==> config.mk <==
export PLATFORM = sky130hd
export DESIGN_NAME = tiny16_uart_tx
export DESIGN_NICKNAME = d
export VERILOG_FILES = /design/src/rtl/tiny16_uart_tx.sv
export SDC_FILE = /design/constraint.sdc
export NUM_CORES = 1
export LEC_CHECK = 0
export CAP_MARGIN = 5
export CORE_ASPECT_RATIO = 0.7
export CORE_MARGIN = 8
export CORE_UTILIZATION = 42
export DETAILED_ROUTE_END_ITERATION = 12
export SYNTH_ARGS = -nofsm -noshare
export SYNTH_HDL_FRONTEND = slang
export SYNTH_SLANG_ARGS = --single-unit
==> constraint.sdc <==
create_clock -name CLK -period 5.04 [get_ports CLK]
set_input_delay 1.008 -clock CLK [delete_from_list [all_inputs] [get_ports CLK]]
set_output_delay 1.008 -clock CLK [all_outputs]
set_load 0.01 [all_outputs]
Run 1, routed clock nets over the placement:
Scale bar: 50 um.
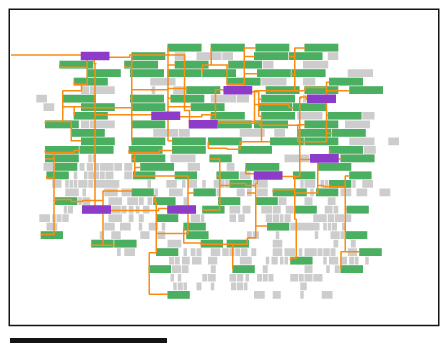
legend:
  flip-flops:
    colour: green
    count: 101
  clock-net drivers:
    colour: purple
    count: 9
  clock wires:
    colour: orange
    length: 1150 um
routed clock nets: 10
clock network latency to the later pin of the worst-skew pair: 340 ps
maximum clock skew at final layout: 3.492 ps
relative contribution of the clock network to total power: 23.4%
Clock group: 0.613 mW

Run 1, cells coloured by class:
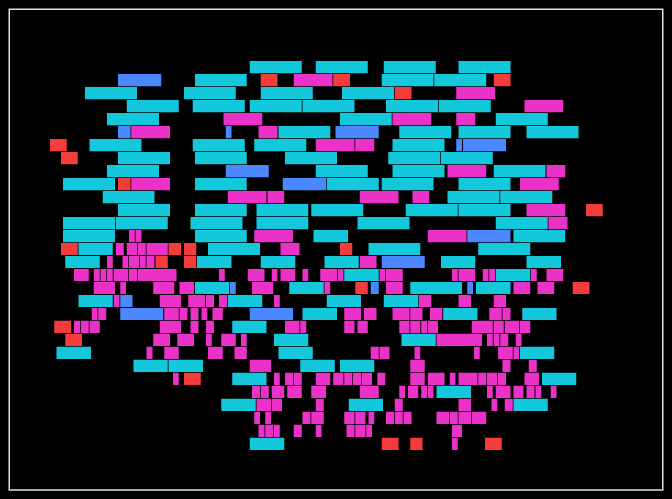
legend:
  clock drivers and dummy loads:
    colour: blue
    cells: 16
  remaining logic cells:
    colour: magenta
    cells: 196
  remaining buffers and delay cells:
    colour: red
    cells: 22
  registers:
    colour: cyan
    cells: 101
sequential cell area share: 55.13%
finished layout cell area: 4830 um^2

Run 1, sequential cells grouped by signal name:
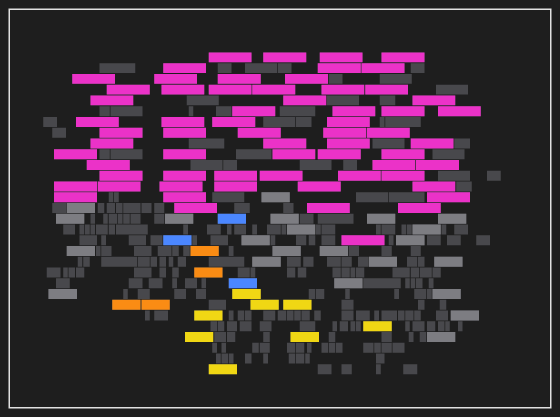
legend:
  `r_mem`:
    colour: magenta
    sequential_cells: 64
  `r_baud`:
    colour: yellow
    sequential_cells: 8
    where: bottom centre
  `r_count`:
    colour: orange
    sequential_cells: 4
  `r_rd_ptr`:
    colour: blue
    sequential_cells: 3
power in sequential cells: 1.12 mW
sequential standard cell area: 2663 um^2
post-route core utilization: 49.30%

Run 1, clock routing:
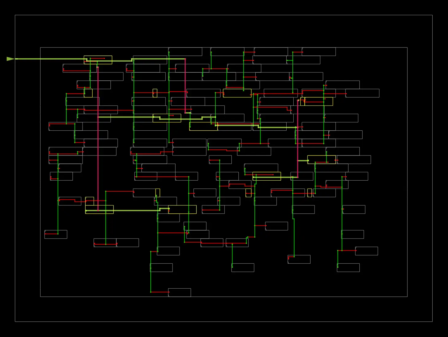
number of flip-flops and latches: 101
clk_buf instances: 11
cts bufs inserted: 9

==> results.rst <==
Run summary
-----------

.. list-table::
   :header-rows: 1

   * - Metric
     - Value
   * - Outcome
     - finished, final reports clean
   * - Worst vdd rail ir drop
     - 269.5 uV
   * - Final Hold Violation Tally
     - 0
   * - Portion of total power attributed to sequential cells
     - 42.9%
   * - Internal Dissipation
     - 1.747 mW
   * - X dimension of the die
     - 136.5 um
   * - Post-detailed-route count of antenna-violating nets
     - 0
   * - Worst EP arrival
     - 2360 ps
   * - Classification of the worst-slack hold path
     - reg -> reg
   * - Number of max-slew violations in the final report
     - 0
   * - Flops & latches, synth
     - 101
   * - Number of DRC markers after the initial detailed-route iteration
     - 182
   * - CTS HTree Levels
     - 3
   * - Power density over the cells
     - 542.8 nW/um^2
   * - Post-synth EDFFs
     - 64
   * - Placed wire-length estimate after detailed placement
     - 5.257 mm
   * - Yosys top cell by area
     - edfxtp_1
   * - R2R setup slack
     - 1840 ps
   * - CTS tree
     - built
   * - Most numerous logic cell after layout
     - edfxtp_1
   * - Portion of the post-synthesis area used by sequential elements
     - 62.33%
   * - Count of warning messages emitted by the tools
     - 27
   * - Portion of total power attributed to combinational logic
     - 33.8%
   * - Cell occurring most often along the worst timing path
     - or4_1
   * - Sw power
     - 0.8741 mW
   * - Share of the clock period used by the worst path after layout
     - 66.87%
   * - Share of layout cells above drive strength 1
     - 14.03%
   * - Total gr overflow
     - 0
   * - Root Buffer
     - clkbuf_16
   * - Netlist Area Pre-Place
     - 4272 um^2
   * - Crit Path Category
     - reg -> out
   * - Core Area
     - 9797 um^2
   * - Kind of end point of the critical path
     - output port
   * - Highest net fanout along the worst path
     - 7
   * - Actual slew at the worst max-slew pin
     - 942.4 ps
   * - Final setup violation count
     - 0
   * - Async set or reset register ratio after synthesis
     - 0%
   * - Peak clock frequency supported by timing
     - 296.7 MHz
   * - Startpoint kind of the worst setup timing path
     - register
   * - Leading power group
     - registers
   * - Chip Area, Yosys
     - 4272 um^2
   * - Cell count after placement
     - 447
   * - Antenna violations before repair
     - 0
   * - CP Cell Sequence
     - or4_1 -> or4_1 -> clkdlybuf4s50_1
   * - Floorplan Utilization
     - 43.60%
   * - Number of non-filler instances in the completed layout
     - 463
   * - Area growth, synth to finish
     - 13.06%
   * - Yosys warning total
     - 0
   * - Fill cells
     - 856
   * - Final estimated routing congestion in global placement
     - 0.7401
   * - Port Buf Inserts
     - 14
   * - Number of buffer and inverter instances along the worst setup path
     - 1
   * - Worst-case clock buffer depth
     - 2
   * - Number of cells in Yosys stat
     - 313
   * - Max-Cap Viols
     - 0
   * - Fin nets
     - 348
   * - Final routed wire length divided by cell count
     - 16.90 um
   * - CP required
     - 4030 ps
   * - Number of global-route vias before repair
     - 2375
   * - Cell with the most instances after synthesis
     - edfxtp_1
   * - Ranking of synthesized cells by area
     - edfxtp_1 45%, dfxtp_1 17%, mux4_2 8.4%
   * - Chip Footprint
     - 13700 um^2
   * - Clock sink total
     - 101
   * - Family with the most delay on the worst path
     - simple AND/OR/NAND/NOR gates
   * - Share of Yosys cell area claimed by the top area cell type
     - 44.99%
   * - Leak
     - 1.607 nW
   * - Top-Level Pins
     - 15
   * - Detailed-routing iteration count for the pre-antenna-repair pass
     - 6
   * - Commonest cells after routing, fill and taps aside
     - 64 x edfxtp_1, 37 x dfxtp_1, 36 x nor2_1
   * - Top_reg_cell synth
     - edfxtp_1
   * - Number of cells on the worst hold path
     - 2
   * - Wire length after detailed routing
     - 7.827 mm
   * - Cts hold-fix bufs
     - 0
   * - Global Route Usage Sum
     - 12.09%
   * - Detailed-route DRC error count
     - 0
   * - Commonest cells in the netlist
     - 64 x edfxtp_1, 37 x dfxtp_1, 36 x nor2_1
run 1: kinds of logic (layout without fill, tap and decap cells):
| kind of cell | after synthesis | in the layout | share of synthesized area (%) |
|---|---|---|---|
| buffers and inverters | 23 | 45 | 2.226 |
| AND-OR/OR-AND | 53 | 53 | 8.261 |
| flip-flops | 101 | 101 | 62.33 |
| adder cells (fa/ha/maj) | 7 | 7 | 2.050 |
| XOR/XNOR | 10 | 10 | 2.050 |
| multiplexers | 34 | 34 | 12.83 |
| AND/OR/NAND/NOR | 85 | 85 | 10.25 |
run 1: per-layer routing:
metal	vias to the layer above	wire (um)	part of all wire, %	global-route usage (%)
li1	1222	-	-	-
met5	-	0	0	0
met1	1214	4073	52	17.40
met4	0	89	1.1	3.785
met2	40	3315	42	16.76
met3	9	348	4.4	3.842
run 1: final cells by class:
cell class | instances | share of cell area (%)
repair buffers | 22 | 4.145
well taps | 128 | 3.316
inverters | 7 | 0.5440
flip-flops and latches | 101 | 55.13
clock inverters | 5 | 0.5699
multi-input cells | 189 | 31.48
clock buffers | 11 | 4.819
run 1: tightest hold or removal path, delay by kind of cell (launching register included):
family,cells,cell delay (ps)
compound gates,1,40
flops,1,330
simple gates,1,80
run 1: through the flow:
stage          util, %  power (mW)  hold WS [ps]  setup slack (ps)  area, um^2
4_1_cts          49.30       2.646         490.3              1643        4830
3_5_place_dp     46.64       2.026         470.5              1600        4569
6_report         49.30       2.621         487.7              1670        4830
5_1_grt          49.30       2.792         511.5              1546        4830
2_1_floorplan        -       1.811         454.7              2082        4272
3_3_place_gp     46.64       2.009         453.7              1692        4569
Power and IR drop assume default switching activity.
